===== config.mk =====
export PLATFORM = sky130hd
export DESIGN_NAME = mem_port_arbiter
export DESIGN_NICKNAME = d
export VERILOG_FILES = /design/src/rtl/mem_port_arbiter_pkg.sv /design/src/rtl/mem_port_arbiter_mux.sv /design/src/rtl/mem_port_arbiter.sv
export SDC_FILE = /design/constraint.sdc
export NUM_CORES = 1
export LEC_CHECK = 0
export CORE_AREA = 2 2 131 133
export DETAILED_ROUTE_END_ITERATION = 10
export DIE_AREA = 0 0 133 135
export GPL_TIMING_DRIVEN = 1
export PLACE_DENSITY_LB_ADDON = 0.1
export SKIP_CTS_REPAIR_TIMING = 1
export SYNTH_ARGS = -nofsm -noshare
export SYNTH_HDL_FRONTEND = slang
export SYNTH_SLANG_ARGS = --single-unit

===== constraint.sdc =====
create_clock -name clk -period 1.8 [get_ports clk]
set_input_delay 0.18 -clock clk [delete_from_list [all_inputs] [get_ports clk]]
set_output_delay 0.18 -clock clk [all_outputs]
set_load 0.005 [all_outputs]

===== src/rtl/mem_port_arbiter_pkg.sv =====
// Shared definitions for the four-port memory arbiter: state encoding,
// wait-counter width and the round-robin helpers.
package mem_port_arbiter_pkg;

  localparam int CNT_W = 8;

  typedef enum logic [1:0] {
    IDLE  = 2'd0,
    ISSUE = 2'd1,
    WAIT  = 2'd2
  } arb_state_t;

  // Returns the first requester with req set, searching from ptr upward (mod 4).
  // If no bit is set, ptr is returned; callers only use the result when req != 0.
  function automatic logic [1:0] rr_pick(input logic [3:0] req, input logic [1:0] ptr);
    logic [1:0] idx;
    logic [1:0] cand;
    logic       found;
    idx   = ptr;
    found = 1'b0;
    for (int i = 0; i < 4; i++) begin
      cand = ptr + 2'(i);
      if (!found && req[cand]) begin
        idx   = cand;
        found = 1'b1;
      end
    end
    return idx;
  endfunction

  // Converts a requester index into its one-hot grant vector.
  function automatic logic [3:0] to_onehot(input logic [1:0] idx);
    return 4'b0001 << idx;
  endfunction

endpackage


===== src/rtl/mem_port_arbiter_mux.sv =====
// Plain N-bit 4:1 multiplexer used to route the granted requester's address.
module Mux4to1Nbit #(
  parameter int N = 64
) (
  input  logic [N-1:0] d0,
  input  logic [N-1:0] d1,
  input  logic [N-1:0] d2,
  input  logic [N-1:0] d3,
  input  logic [1:0]   S,
  output logic [N-1:0] y
);

  // Select one of the four inputs by S.
  always_comb begin
    y = d0;
    case (S)
      2'd0: y = d0;
      2'd1: y = d1;
      2'd2: y = d2;
      2'd3: y = d3;
      default: y = d0;
    endcase
  end

endmodule


===== src/rtl/mem_port_arbiter.sv =====
// Round-robin arbiter granting one of four requesters access to a shared
// resource. A grant issues a one-cycle start pulse, then waits for done or
// aborts after TIMEOUT wait cycles.
module mem_port_arbiter
  import mem_port_arbiter_pkg::*;
#(
  parameter int N       = 64,
  parameter int TIMEOUT = 255
) (
  input  logic         clk,
  input  logic         reset_n,
  input  logic [3:0]   req,
  input  logic [N-1:0] addr0,
  input  logic [N-1:0] addr1,
  input  logic [N-1:0] addr2,
  input  logic [N-1:0] addr3,
  input  logic         done,
  output logic [3:0]   gnt,
  output logic [1:0]   sel,
  output logic [N-1:0] addr_out,
  output logic         start,
  output logic         busy,
  output logic         timeout_err
);

  localparam logic [CNT_W-1:0] TIMEOUT_CNT = CNT_W'(TIMEOUT);

  arb_state_t       state, state_next;
  logic [1:0]       ptr, ptr_next;
  logic [CNT_W-1:0] wait_cnt, wait_cnt_next;
  logic [CNT_W-1:0] cnt_inc;
  logic [3:0]       gnt_next;
  logic [1:0]       sel_next;
  logic             start_next;
  logic             timeout_err_next;
  logic [1:0]       idle_winner;
  logic [1:0]       release_ptr;
  logic [1:0]       release_winner;

  assign cnt_inc        = wait_cnt + 8'd1;
  assign release_ptr    = sel + 2'd1;
  assign idle_winner    = rr_pick(req, ptr);
  assign release_winner = rr_pick(req, release_ptr);
  assign busy           = (state == ISSUE) || (state == WAIT);

  // State and registered outputs; reset forces everything idle immediately.
  always_ff @(posedge clk or negedge reset_n) begin
    if (!reset_n) begin
      state       <= IDLE;
      ptr         <= 2'd0;
      wait_cnt    <= '0;
      gnt         <= 4'b0000;
      sel         <= 2'd0;
      start       <= 1'b0;
      timeout_err <= 1'b0;
    end else begin
      state       <= state_next;
      ptr         <= ptr_next;
      wait_cnt    <= wait_cnt_next;
      gnt         <= gnt_next;
      sel         <= sel_next;
      start       <= start_next;
      timeout_err <= timeout_err_next;
    end
  end

  // Next-state logic: arbitrate in IDLE, issue for one cycle, then wait for
  // done (re-arbitrating from sel+1 without an idle bubble) or time out.
  always_comb begin
    state_next       = state;
    ptr_next         = ptr;
    wait_cnt_next    = wait_cnt;
    gnt_next         = gnt;
    sel_next         = sel;
    start_next       = 1'b0;
    timeout_err_next = 1'b0;
    case (state)
      IDLE: begin
        gnt_next = 4'b0000;
        if (|req) begin
          state_next = ISSUE;
          gnt_next   = to_onehot(idle_winner);
          sel_next   = idle_winner;
          start_next = 1'b1;
        end
      end
      ISSUE: begin
        state_next    = WAIT;
        wait_cnt_next = '0;
      end
      WAIT: begin
        if (done) begin
          ptr_next = release_ptr;
          if (|req) begin
            state_next = ISSUE;
            gnt_next   = to_onehot(release_winner);
            sel_next   = release_winner;
            start_next = 1'b1;
          end else begin
            state_next = IDLE;
            gnt_next   = 4'b0000;
          end
        end else if (cnt_inc == TIMEOUT_CNT) begin
          timeout_err_next = 1'b1;
          ptr_next         = release_ptr;
          state_next       = IDLE;
          gnt_next         = 4'b0000;
        end else begin
          wait_cnt_next = cnt_inc;
        end
      end
      default: begin
        state_next = IDLE;
        gnt_next   = 4'b0000;
      end
    endcase
  end

  Mux4to1Nbit #(.N(N)) u_addr_mux (
    .d0 (addr0),
    .d1 (addr1),
    .d2 (addr2),
    .d3 (addr3),
    .S  (sel),
    .y  (addr_out)
  );

endmodule


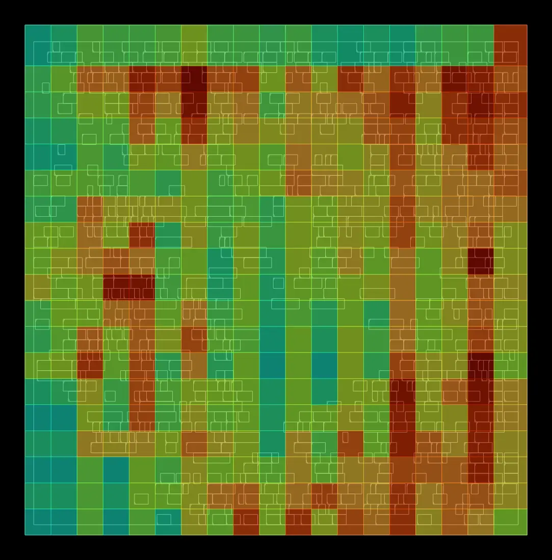
Fig. 1. Track usage over the die.
WL/cell: 23.1 um
Final Util: 46.7%
GRT Util Overall: 19.9%
GR met3 Demand/Resource: 5.14%
busiest grt layer: met2

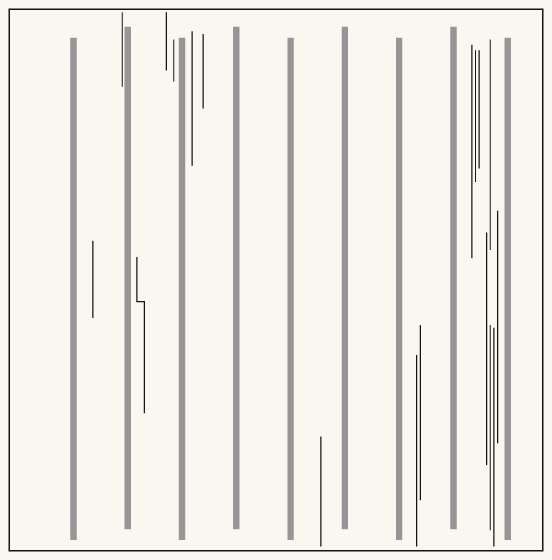
Fig. 2. Metal 4.
Drawn at 4 px/um. Supply wires on this layer in gray.
main direction: vertical
nets with wire on the layer: 18
share of all routed wire: 2.9%
wire length on this layer: 661 um

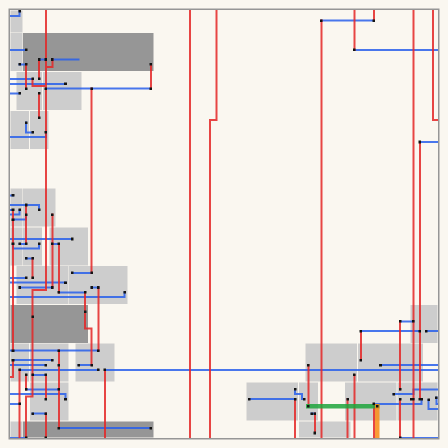
Fig. 3. Zoomed window.
Window x 52 to 82, y 26 to 56 um. Cells in gray, sequential cells in the stronger gray; small squares are vias.
[green] met3
[blue] met1
[red] met2
[orange] met4
cells with their middle in the window: 20
netlist names of flops here include: `wait_cnt` (2)
sequential cells in the window: 2
most frequent: clkdlybuf4s50_1 (3), buf_4 (3)

==> results.yml <==
# yosys + openroad results
timing:
  fin_setup_tns_ns: -11.93
  fin_skew_ns: 0.00187
  tightestPinTransition_ns: 0.496
  finalClockPeriodUsage_pct: 117
  setup_slack_ns: -0.310
  max_slew_margin_pct: 67.0
  setup_viol: 77
  final-hold-violation-count: 0
  rsz0062_at_grt: "yes"
  slew_viol_final: 0
  fin_crit_ns: 2.11
  fmax_ghz: 0.474
global_route:
  grt_antenna_before_repair: 2
  grt_pass1_wl_um: 28000
  grt_pass1_vias: 4780
  overflow: 0
  grt_max_degree: 65
clock_network:
  htreeDepth: 1
  numClockSinks: 20
  clockBufferDepth: 2
  root_buffer: "clkbuf_16"
  cts.reportedPaths.clkPinSlew_ns: 0.06
  clk_latency_ns: 0.26
  cts_buffers: 3
  cts_tree: "yes"
power:
  ir_drop_v: 0.000676
  finalPower_mw: 10.2
  p_leak_nw: 3.42
  power.density_nw_per_um2: 1330
synth:
  ys_area_sq_um: 3140
  ys.flops: 20
  postSynthSeqShare_pct: 15.9
  yosysUniqueCellTypes: 49
  syn_inst: 383
  synth-edff-count: 0
  ys_async_sr_fraction_pct: 100
  ff_type: "dfrtp_1"
  syn_area_sq_um: 3140
  synth_warnings: 0
  synthesis.nets: 656
  ys_cells: 383
  postSynthAreaPerCell_sq_um: 8.21
setup_path:
  critPathCaptureType: "primary output"
  arrival_ns: 1.93
  critPathKind: "flip-flop to primary output"
  path_max_fanout: 8
  critPathLaunchType: "flip-flop"
  worstPathRequired_ns: 1.62
run_status:
  run_status: "finished with violations"
  violations: "setup timing"
final_layout:
  n_fill_cell: 1530
  layout.nets: 1045
  final_cell_mix: "clkdlybuf4s50_1, inv_1, a222oi_1"
  lay_top_count: "clkdlybuf4s50_1"
  area.growth.synth_to_final_pct: 144
  drive_gt1_share_pct: 23.9
floorplan:
  die_w_um: 133
  dieArea_sq_um: 18000
  die_h_um: 135
  io_pins: 336
  core_sq_um: 16400
  fp_util_pct: 19.2
  rows: 47
detailed_routing:
  ant_nets: 0
  drc: 0
  drt_iter0_drc: 565
  vias_per_cell: 4.90
  first_pass_iters: 8
  routed_wl_um: 23000
  num_vias: 4870
job:
  maxCapViolations: 0
  warnings: 35
hold_path:
  hp-class: "primary input to async pin"
placed_design:
  port_buffers: 335
  post-dp-hpwl_um: 15500
  gp_congestion: 0.938
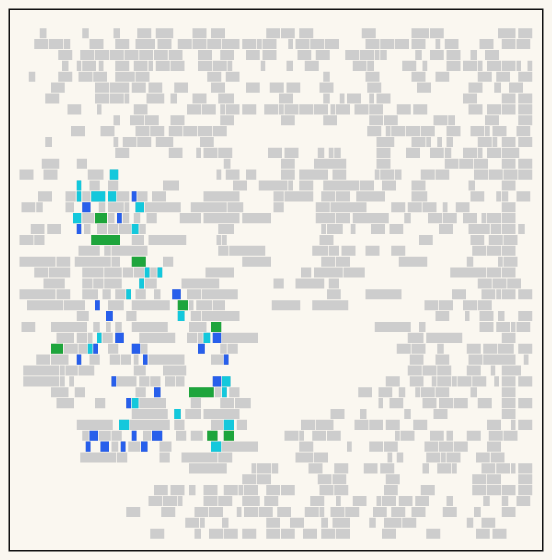
Fig. 4. Gate families picked out.
Drawn at 4 px/um.
[green] AND-OR and OR-AND gates | cells: 9
[blue] NAND gates | cells: 26
[cyan] NOR gates | cells: 23 | where: west
fin cells: 993
combinational share of cell area: 31.4%

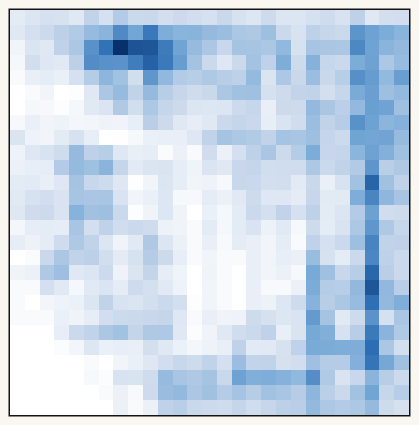
Fig. 5. Routed metal per tile.
Drawn at 3 px/um. The die is cut into 27 by 27 equal tiles; white is low, dark blue is high, scaled to the fullest tile. Values are wire area over tile area, all layers added.
tiles over half the peak: 7.5%
emptiest ninth of the die: south-west
nearly empty tiles: 7.0%
fullest tile: 0.87

-- critical path, cell delays in order (launching register included) --
cell and delay, ns:
dfrtp_2 0.45, buf_6 0.13, ha_4 0.20, clkbuf_16 0.19
a222oi_1 0.40, mux2i_4 0.14, buf_2 0.16
-- cells by family (layout without fill, tap and decap cells) --
family | after synthesis | in the layout | synth area share [%]
flops | 20 | 20 | 15.9
buf+inv | 108 | 496 | 13.3
simple gates | 56 | 56 | 9.47
fa+ha+maj | 10 | 10 | 3.98
mux | 72 | 72 | 23.7
xor+xnor | 7 | 7 | 1.95
other cells | 0 | 2 | 0
compound gates | 110 | 110 | 31.6
-- registers in the layout (all words and copies together) (netlist names) --
register / cells
wait_cnt: 8
sel: 2
timeout_err: 1
gnt: 4
state: 2
ptr: 2
start: 1
-- power by group --
part / internal [mW] / leakage (nW) / switching [mW]
combinational: 4.77 / 3.12 / 4.13
clock: 0.340 / 0.0442 / 0.188
sequential: 0.591 / 0.257 / 0.140
-- layout make-up --
cell class	count	area [sq um]	area share [%]
Multi-Input combinational cell	255	2400	31.4
Clock buffer	4	88.8	1.16
Timing Repair Buffer	417	4100	53.5
Sequential cell	20	505	6.60
Antenna cell	2	5.00	0.0654
Tap cell	220	275	3.60
Inverter	75	282	3.68
-- cell usage after synthesis (2+ instances only) --
library cell,n,area [sq um]
and2_1,2,12.5
nor2b_1,4,25.0
a222oi_1,64,641
nand3_1,4,20.0
nand2b_1,5,31.3
ha_1,10,125
dfrtp_1,20,500
inv_1,75,282
xnor2_1,5,43.8
buf_1,10,37.5
o22ai_1,5,31.3
clkbuf_1,20,75.1
xor2_1,2,17.5
nor3b_1,3,22.5
nor2_1,9,33.8
o21ai_0,7,35.0
mux2_4,5,75.1
nand2_1,14,52.6
o221ai_1,3,26.3
nor3_1,6,30.0
a21oi_1,13,65.1
a21o_1,4,30.0
mux2i_1,67,671
-- layer usage --
metal	vias to the layer above	GRT usage (%)	routed length (um)
met5	-	0	0
met4	0	4.78	660
met3	37	5.14	1900
met2	230	35.1	11400
met1	2348	24.3	9010
li1	2255	-	-
-- through the flow --
step | hold slack [ns] | utilization (%) | worst slack (ns) | cell area [sq um] | instances
after floorplan | -0.116 | - | -0.158 | 3160 | 383
after global placement | 0.501 | 43.4 | -0.514 | 7120 | 957
after global routing | 0.305 | 46.7 | -0.372 | 7650 | 993
final | 0.264 | 46.7 | -0.310 | 7650 | 993
after detailed placement | 0.497 | 43.4 | -0.534 | 7120 | 957
after CTS | 0.270 | 43.9 | -0.825 | 7210 | 961
-- path summary, 6_finish.rpt --
path                                endpoint  depth (start not counted)        start  slack [ns]
worst min-delay path                  gnt[3]                          2      reset_n        0.26
max in group asynchronous             sel[1]                          2      reset_n        1.28
worst max-delay path            addr_out[27]                          6       sel[0]       -0.31
min in group clk                      gnt[2]                          1       gnt[2]        0.51
worst min register to register        gnt[2]                          1       gnt[2]        0.51
worst max register to register        gnt[2]                          7  wait_cnt[0]       -0.21
Power is estimated from default activity; no workload was simulated.
